Run 1, signal metal coverage by tile:
Scale bar: 20 um. 12 x 12 tiles, from dark blue (low) to red (high), scaled to the fullest tile. Values are wire area over tile area, all layers added.
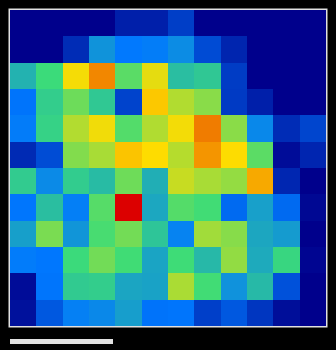
Run 1, clock routing:
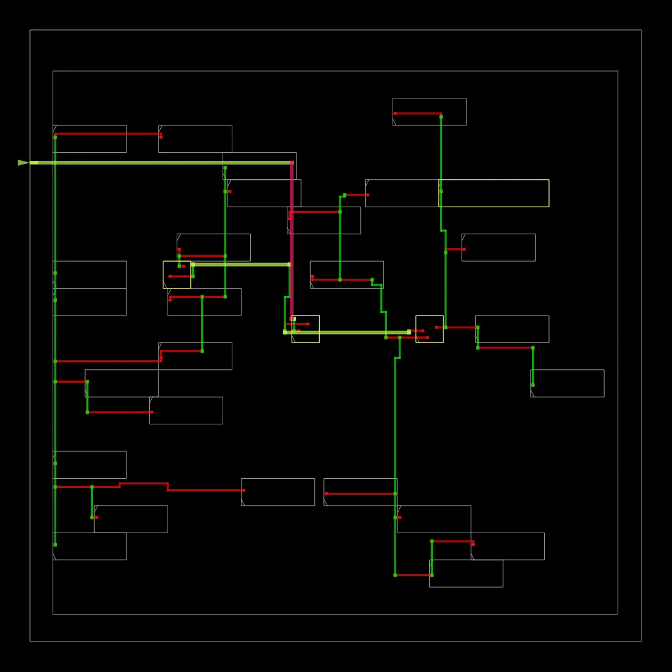
Run 1, pin placement:
Scale bar: 20 um. Pins as bars across the die edge, other pins in gray.
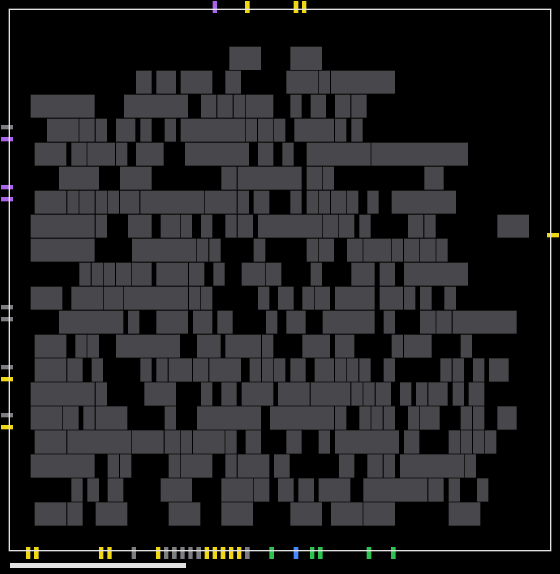
File: src/rtl/pattern_scheduler.sv
// pattern_scheduler: walks an order list ROM and hands pattern start/length pairs to a note sequencer.
// Optional PATTERN_SCHEDULER_LOOP_EN: an end marker restarts the song at order index 0 instead of stopping.
module pattern_scheduler #(
  parameter int ORDER_AW = 4,
  parameter int ADDR_W   = 5
) (
  input  logic                i_clk,
  input  logic                i_rst_n,
  input  logic                i_start,
  input  logic                i_stop,
  input  logic                i_note_done,
  output logic [ORDER_AW-1:0] o_order_addr,
  input  logic [15:0]         i_order_data,
  output logic [ADDR_W-1:0]   o_new_addr,
  output logic [ADDR_W-1:0]   o_new_pattern_len,
  output logic                o_new_addr_valid,
  output logic                o_busy,
  output logic                o_song_end
);

  typedef enum logic [2:0] {
    ST_IDLE,
    ST_FETCH,
    ST_LATCH,
    ST_ISSUE,
    ST_PLAY
  } state_t;

  state_t              state_reg, state_next;
  logic [ORDER_AW-1:0] index_reg, index_next;
  logic [ADDR_W-1:0]   addr_reg, addr_next;
  logic [ADDR_W-1:0]   len_reg, len_next;
  logic [ADDR_W-1:0]   note_cnt_reg, note_cnt_next;
  logic [3:0]          rep_reg, rep_next;

  logic [ADDR_W-1:0]   rom_addr;
  logic [ADDR_W-1:0]   rom_len;
  logic [3:0]          rom_rep;
  logic                rom_is_marker;
  logic                pattern_done;
  logic                unused_order_bits;

  assign rom_addr          = ADDR_W'(i_order_data[4:0]);
  assign rom_len           = ADDR_W'(i_order_data[9:5]);
  assign rom_rep           = i_order_data[13:10];
  assign rom_is_marker     = (i_order_data[9:5] == 5'd0);
  assign unused_order_bits = ^i_order_data[15:14];

  // len is never zero in PLAY, so len-1 cannot underflow here
  assign pattern_done = (state_reg == ST_PLAY) && i_note_done &&
                        (note_cnt_reg == len_reg - ADDR_W'(1));

  always_ff @(posedge i_clk) begin
    if (!i_rst_n) begin
      state_reg    <= ST_IDLE;
      index_reg    <= '0;
      addr_reg     <= '0;
      len_reg      <= '0;
      note_cnt_reg <= '0;
      rep_reg      <= '0;
    end else begin
      state_reg    <= state_next;
      index_reg    <= index_next;
      addr_reg     <= addr_next;
      len_reg      <= len_next;
      note_cnt_reg <= note_cnt_next;
      rep_reg      <= rep_next;
    end
  end

  always_comb begin
    state_next    = state_reg;
    index_next    = index_reg;
    addr_next     = addr_reg;
    len_next      = len_reg;
    note_cnt_next = note_cnt_reg;
    rep_next      = rep_reg;
    case (state_reg)
      ST_IDLE: begin
        if (i_start) begin
          state_next = ST_FETCH;
          index_next = '0;
        end
      end
      ST_FETCH: state_next = ST_LATCH;
      ST_LATCH: begin
        addr_next = rom_addr;
        len_next  = rom_len;
        rep_next  = rom_rep;
        if (!rom_is_marker) begin
          state_next = ST_ISSUE;
        end else begin
`ifdef PATTERN_SCHEDULER_LOOP_EN
          index_next = '0;
          state_next = ST_FETCH;
`else
          state_next = ST_IDLE;
`endif
        end
      end
      ST_ISSUE: begin
        note_cnt_next = '0;
        state_next    = ST_PLAY;
      end
      ST_PLAY: begin
        if (pattern_done) begin
          if (rep_reg != 4'd0) begin
            rep_next   = rep_reg - 4'd1;
            state_next = ST_ISSUE;
          end else begin
            index_next = index_reg + ORDER_AW'(1);
            state_next = ST_FETCH;
          end
        end else if (i_note_done) begin
          note_cnt_next = note_cnt_reg + ADDR_W'(1);
        end
      end
      default: state_next = ST_IDLE;
    endcase
    // stop overrides everything, including a simultaneous start
    if (i_stop) begin
      state_next = ST_IDLE;
    end
  end

  always_comb begin
    o_busy            = (state_reg != ST_IDLE);
    o_new_addr_valid  = (state_reg == ST_ISSUE) && !i_stop;
    o_song_end        = (state_reg == ST_LATCH) && rom_is_marker && !i_stop;
    o_order_addr      = index_reg;
    o_new_addr        = addr_reg;
    o_new_pattern_len = len_reg;
  end

endmodule

File: config.mk
export PLATFORM = sky130hd
export DESIGN_NAME = pattern_scheduler
export DESIGN_NICKNAME = d
export VERILOG_FILES = /design/src/rtl/pattern_scheduler.sv
export SDC_FILE = /design/constraint.sdc
export NUM_CORES = 1
export LEC_CHECK = 0
export ABC_AREA = 1
export CORE_MARGIN = 2
export CORE_UTILIZATION = 45
export DETAILED_ROUTE_END_ITERATION = 16
export GPL_TIMING_DRIVEN = 1
export HOLD_SLACK_MARGIN = 0.15
export PLACE_DENSITY = 0.79
export SLEW_MARGIN = 20
export SYNTH_ARGS = -nofsm -noshare
export SYNTH_HDL_FRONTEND = slang
export SYNTH_SLANG_ARGS = --single-unit
export TNS_END_PERCENT = 50
File: constraint.sdc
create_clock -name i_clk -period 4.8 [get_ports i_clk]
set_clock_uncertainty 0.1 [all_clocks]
set_input_delay 0.96 -clock i_clk [delete_from_list [all_inputs] [get_ports i_clk]]
set_output_delay 0.96 -clock i_clk [all_outputs]
set_load 0.05 [all_outputs]
==> flow_metrics.env, run 1 <==
# flow metrics
export IMPL_gp_congestion=0.803
export IMPL_grt_max_degree=19
export IMPL_cts_post_setup_buffers_inserted=0
export IMPL_syn_cell_area_um2=1470
export IMPL_grt_overflow_total=0
export IMPL_whs_ns=0.378
export IMPL_drt_pass1_iter_count=4
export IMPL_numCtsBuffers=3
export IMPL_critPathMaxStageDelay_ns=0.83
export IMPL_n_antenna_cell=0
export IMPL_tightest_slew_ns=0.509
export IMPL_min_delay_start="rep_reg[1]"
export IMPL_ys_warn_count=0
export IMPL_powerComb_mw=0.108
export IMPL_hpwl_um=2450
export IMPL_met3WireLength_um=107
export IMPL_whs_endpoint="rep_reg[1]"
export IMPL_wl_met2_um=1670
export IMPL_ys_sh_xor=0.0357
export IMPL_final_util=0.616
export IMPL_outcome="complete, no violations"
export IMPL_maxUsedRoutingLayer="met4"
export IMPL_drt_iter0_markers=50
export IMPL_numClockSinks=26
export IMPL_area_growth_pct=28.6
export IMPL_vias_per_cell=4.94
export IMPL_lay_top_count="nand2_1"
export IMPL_wl_per_cell_um=11.1
export IMPL_drive_gt1_frac=0.0837
export IMPL_slew_violations=0
export IMPL_clockRootBuffer="clkbuf_4"
export IMPL_crit_required_ns=3.74
export IMPL_cts_tree="done"
export IMPL_end_kind="primary output"
export IMPL_avgSynthCellArea_um2=6.73
export IMPL_drv_cap=0
export IMPL_power_group_top="registers"
export IMPL_slew_headroom=0.660
export IMPL_p_sw_mw=0.141
export IMPL_syn_nets=244
export IMPL_path_clk_slew_ns=0.15
export IMPL_ff_type="dfxtp_1"
export IMPL_mux_share=0
export IMPL_num_vias=1458
export IMPL_p_int_mw=0.352
export IMPL_timing_rr_end="o_order_addr[0]"
export IMPL_wl_met1_um=1480
export IMPL_dp_cells=291
export IMPL_ir_worst_vdd_mv=0.220
export IMPL_ys_seq_share=0.353
export IMPL_fp_dieW_um=61.2
export IMPL_crit_reg2reg_launch="o_new_pattern_len[0]"
export IMPL_rows=20
export IMPL_yosys_area_share_simple=0.359
export IMPL_swShare=0.286
export IMPL_hold_class="flip-flop to flip-flop"
export IMPL_nets=277
export IMPL_rsz0062_at_grt="no"
Back to the opening pictures, 'signal metal coverage by tile':
30% of the tiles are over half the peak. The emptiest ninth of the die: top right. The mean over all tiles is 0.14. 17% of the tiles are nearly empty.
Routed WL: 3270 um
GRT Overall Usage: 0.188

Back to the opening pictures, 'clock routing':
clkbuf count: 3
Clk Latency, worst-skew pair: 0.33 ns

Back to the opening pictures, 'pin placement':
Purple shows o_order_addr, pins 4, direction output, edge 3 left, 1 top. Green shows o_new_pattern_len, pins 5, direction output, edge bottom. Yellow shows i_order_data, pins 16, direction input, edge 10 bottom, 3 top, 2 left, 1 right. Blue shows i_note_done, pins 1, direction input, edge bottom.

-- run 1: worst max-delay path: cells and delay by family --
family	cells	cell delay, ns
buf+inv	2	1.24
simple gates	3	0.42
-- run 1: metrics by stage --
step           setup slack (ns)  area [um^2]  total power [mW]
5_1_grt                   0.989         1900             0.515
6_report                   1.12         1900             0.493
3_5_place_dp               1.10         1840             0.343
3_3_place_gp               1.12         1840             0.342
4_1_cts                    1.10         1900             0.495
2_1_floorplan              1.49         1470             0.306
-- run 1: per-layer routing --
| metal | GRT usage | vias up |
|---|---|---|
| met2 | 0.342 | 21 |
| met3 | 0.0399 | 2 |
| li1 | - | 779 |
| met1 | 0.232 | 656 |
| met4 | 0.0280 | 0 |
| met5 | 0 | - |
-- run 1: cells in the mapped netlist (3+ instances only) --
| library cell | instances | area (um^2) |
|---|---|---|
| nand2_1 | 49 | 184 |
| nor2_1 | 30 | 113 |
| dfxtp_1 | 26 | 521 |
| a21oi_1 | 18 | 90.1 |
| inv_1 | 17 | 63.8 |
| nand3_1 | 16 | 80.1 |
| o21ai_0 | 15 | 75.1 |
| nand2_2 | 6 | 37.5 |
| clkbuf_1 | 4 | 15.0 |
| ha_1 | 4 | 50.1 |
| inv_2 | 4 | 15.0 |
| xor2_1 | 4 | 35.0 |
| nand4_1 | 3 | 18.8 |
| nor3_1 | 3 | 15.0 |
-- run 1: area by class of cell --
cell class,count,area [um^2],share of cell area
Inverter,21,78.8,0.0416
Clock inverter,1,30.0,0.0158
Tap cell,44,55.1,0.0290
Timing Repair Buffer,35,350,0.185
Sequential cell,26,520,0.275
Multi-Input combinational cell,165,838,0.442
Clock buffer,3,22.5,0.0119
Run 1, sequential cells grouped by signal name:
Scale bar: 20 um. Other sequential cells in the stronger gray, the rest of the logic in the fainter gray.
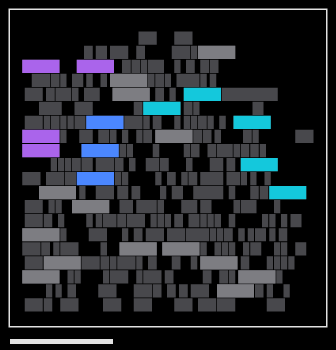

==> run 2, diff against run 1 <==
--- a/config.mk
+++ b/config.mk
@@ -7,7 +7,7 @@
 export LEC_CHECK = 0
 export ABC_AREA = 1
 export CORE_MARGIN = 2
-export CORE_UTILIZATION = 45
+export CORE_UTILIZATION = 43
 export DETAILED_ROUTE_END_ITERATION = 16
 export GPL_TIMING_DRIVEN = 1
 export HOLD_SLACK_MARGIN = 0.15
==> constraint.sdc (replaced) <==
create_clock -name i_clk -period 3.3 [get_ports i_clk]
set_clock_uncertainty 0.1 [all_clocks]
set_input_delay 0.66 -clock i_clk [delete_from_list [all_inputs] [get_ports i_clk]]
set_output_delay 0.66 -clock i_clk [all_outputs]
set_load 0.05 [all_outputs]
Run 2, sequential cells grouped by signal name:
Scale bar: 20 um. Other sequential cells in the stronger gray, the rest of the logic in the fainter gray.
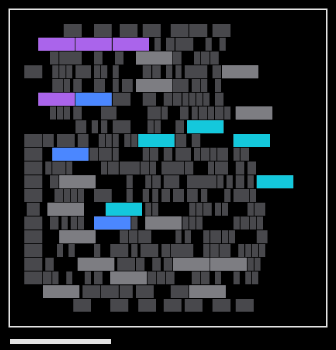
Blue shows state_reg, sequential cells 3. Purple shows o_order_addr, sequential cells 4, where top left. Cyan shows note_cnt_reg, sequential cells 5.
Another 14 sequential cells are not colored.
sequential group power: 0.336 mW
final core utilization: 0.566
Seq/total area: 0.278
register area: 520 um^2

==> run 2 against run 1 <==
Core utilization is 5.0 points lower. Synthesized cell count is the same. Routed wire length decreased by 7.5%. Power rose by 27%. Clock power is 13% lower. First-iteration DRC count rose by 10%. Final area fell by 1.2%. Sequential share of layout area is 0.33 points higher. Global-route usage is 2.7 points lower. Via count down 2.9%. Die size grew 4.3%. Register-to-register slack lost 1.5 ns. Highest routed layer unchanged.
==> flow_metrics.env, run 2 <==
# flow metrics
export IMPL_ctsResizeCount=0
export IMPL_post_synth_top_count_cell="nand2_1"
export IMPL_track_usage=0.162
export IMPL_top_area_frac=0.353
export IMPL_slew_violations=0
export IMPL_dp_cells=294
export IMPL_syn_cell_area_um2=1470
export IMPL_swShare=0.309
export IMPL_whs_endpoint="rep_reg[1]"
export IMPL_common_cells="49 x nand2_1, 30 x nor2_1, 26 x dfxtp_1"
export IMPL_numCtsBuffers=3
export IMPL_end_kind="primary output"
export IMPL_drt_iter0_markers=55
export IMPL_gp_congestion=0.815
export IMPL_path_clk_slew_ns=0.13
export IMPL_rows=21
export IMPL_ys_ff=26
export IMPL_num_vias=1416
export IMPL_crit_required_ns=2.54
export IMPL_grt_overflow_total=0
export IMPL_p_int_mw=0.432
export IMPL_slew_headroom=0.658
export IMPL_placement_cell_area_um2=1850
export IMPL_drt_pass1_iter_count=4
export IMPL_ir_worst_vdd_mv=0.228
export IMPL_area_growth_pct=27.1
export IMPL_syn_nets=244
export IMPL_setup_tns_ns=0
export IMPL_synth_largest_area_cell="dfxtp_1"
export IMPL_dp_slack_ns=0.507
export IMPL_vias_per_cell=4.77
export IMPL_outcome="complete, no violations"
export IMPL_synthTopCellsByArea="dfxtp_1 35%, nand2_1 12%, nor2_1 7.6%, a21oi_1 6.1%, nand3_1 5.4%"
export IMPL_ys_seq_share=0.353
export IMPL_crit_reg2reg_launch="o_new_pattern_len[0]"
export IMPL_avgSynthCellArea_um2=6.73
export IMPL_ff2ff_path_depth=9
export IMPL_drv_cap=0
export IMPL_finalWorstSetupSlack_ns=0.497
export IMPL_cts_post_setup_buffers_inserted=0
export IMPL_whs_ns=0.376
export IMPL_cts_tree="done"
export IMPL_timing_rr_end="o_order_addr[0]"
export IMPL_stdcell_count=297
export IMPL_n_antenna_cell=0
export IMPL_wirelength_um=3020
export IMPL_rsz0062_at_grt="no"
export IMPL_drive_gt1_frac=0.0876
export IMPL_fmax_ghz=0.357
export IMPL_ys_warn_count=0
export IMPL_final_area_um2=1870
export IMPL_hold_class="flip-flop to flip-flop"
export IMPL_lay_top_count="nand2_1"
export IMPL_min_delay_start="rep_reg[1]"
export IMPL_clockRootBuffer="clkbuf_4"
export IMPL_ff_type="dfxtp_1"
export IMPL_clockPowerShare=0.214
export IMPL_p_sw_mw=0.193
export IMPL_fp_dieW_um=62.5
export IMPL_hpwl_um=2290
export IMPL_nets=278
export IMPL_power_mw=0.625
export IMPL_grt_max_degree=19
export IMPL_tightest_slew_ns=0.512
Run 2, clock routing:
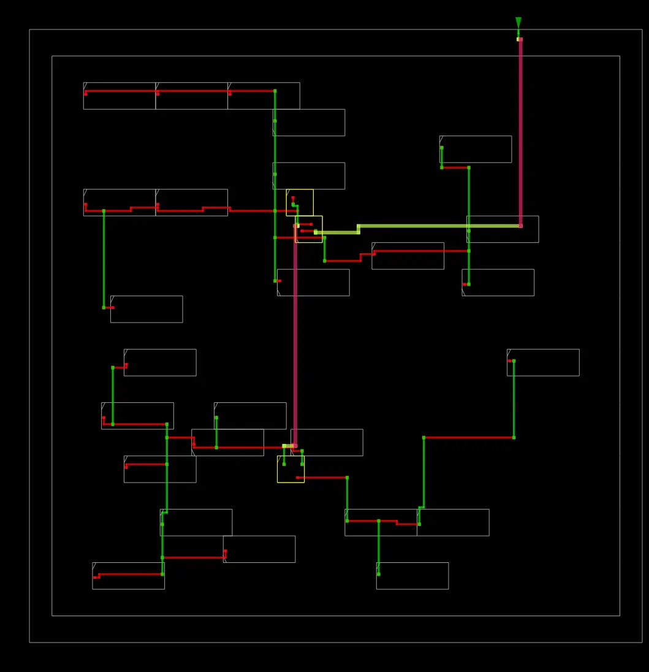
CTS sink count: 26
Clk power: 0.134 mW
Clk Latency, worst-skew pair: 0.32 ns

[run 2: cell counts after synthesis]
Identical to the previous run, type by type.
[run 2: kinds of logic (layout without fill, tap and decap cells)]
logic type | count (synthesis) | after routing | share of synthesized area
xor gates and xnor gates | 6 | 6 | 0.0357
DFF | 26 | 26 | 0.353
and+or+nand+nor | 117 | 117 | 0.359
adders and majority gates | 4 | 4 | 0.0340
AOI/OAI and AO/OA | 38 | 38 | 0.140
buffers and inverters | 28 | 60 | 0.0781
[run 2: power by group through the flow]
stage,Combinational (mW),Clock (mW),Sequential [mW]
6_report,0.156,0.134,0.336
5_1_grt,0.172,0.159,0.338
4_1_cts,0.157,0.140,0.336
3_5_place_dp,0.156,0,0.343
3_3_place_gp,0.155,0,0.342
2_1_floorplan,0.0757,0,0.370
[run 2: layout make-up]
type	count	area (um^2)
well taps	46	57.6
flip-flops and latches	26	520
repair buffers	36	355
inverters	21	78.8
multi-input cells	165	838
fillers	344	1440
clock buffers	3	22.5
[run 2: critical path, stage by stage]
cell             delay, ns
clkdlybuf4s50_1       0.44
nor2_1                0.13
clkdlybuf4s50_1       0.81
[run 2: worst max-delay path by stage]
stage,start,to
after floorplan,i_order_data[6],o_song_end
after global placement,i_stop,o_new_addr_valid
after detailed placement,i_stop,o_new_addr_valid
after CTS,i_stop,o_new_addr_valid
after global routing,i_stop,o_new_addr_valid
final,i_stop,o_new_addr_valid
[run 2: per-layer routing]
| metal | share of wire | global-route usage | wire length [um] |
|---|---|---|---|
| met1 | 0.50 | 0.215 | 1520 |
| met2 | 0.45 | 0.269 | 1360 |
| met3 | 0.033 | 0.0252 | 100 |
| met4 | 0.014 | 0.0500 | 41 |
| met5 | 0 | 0 | 0 |
Power is estimated from default activity; no workload was simulated.
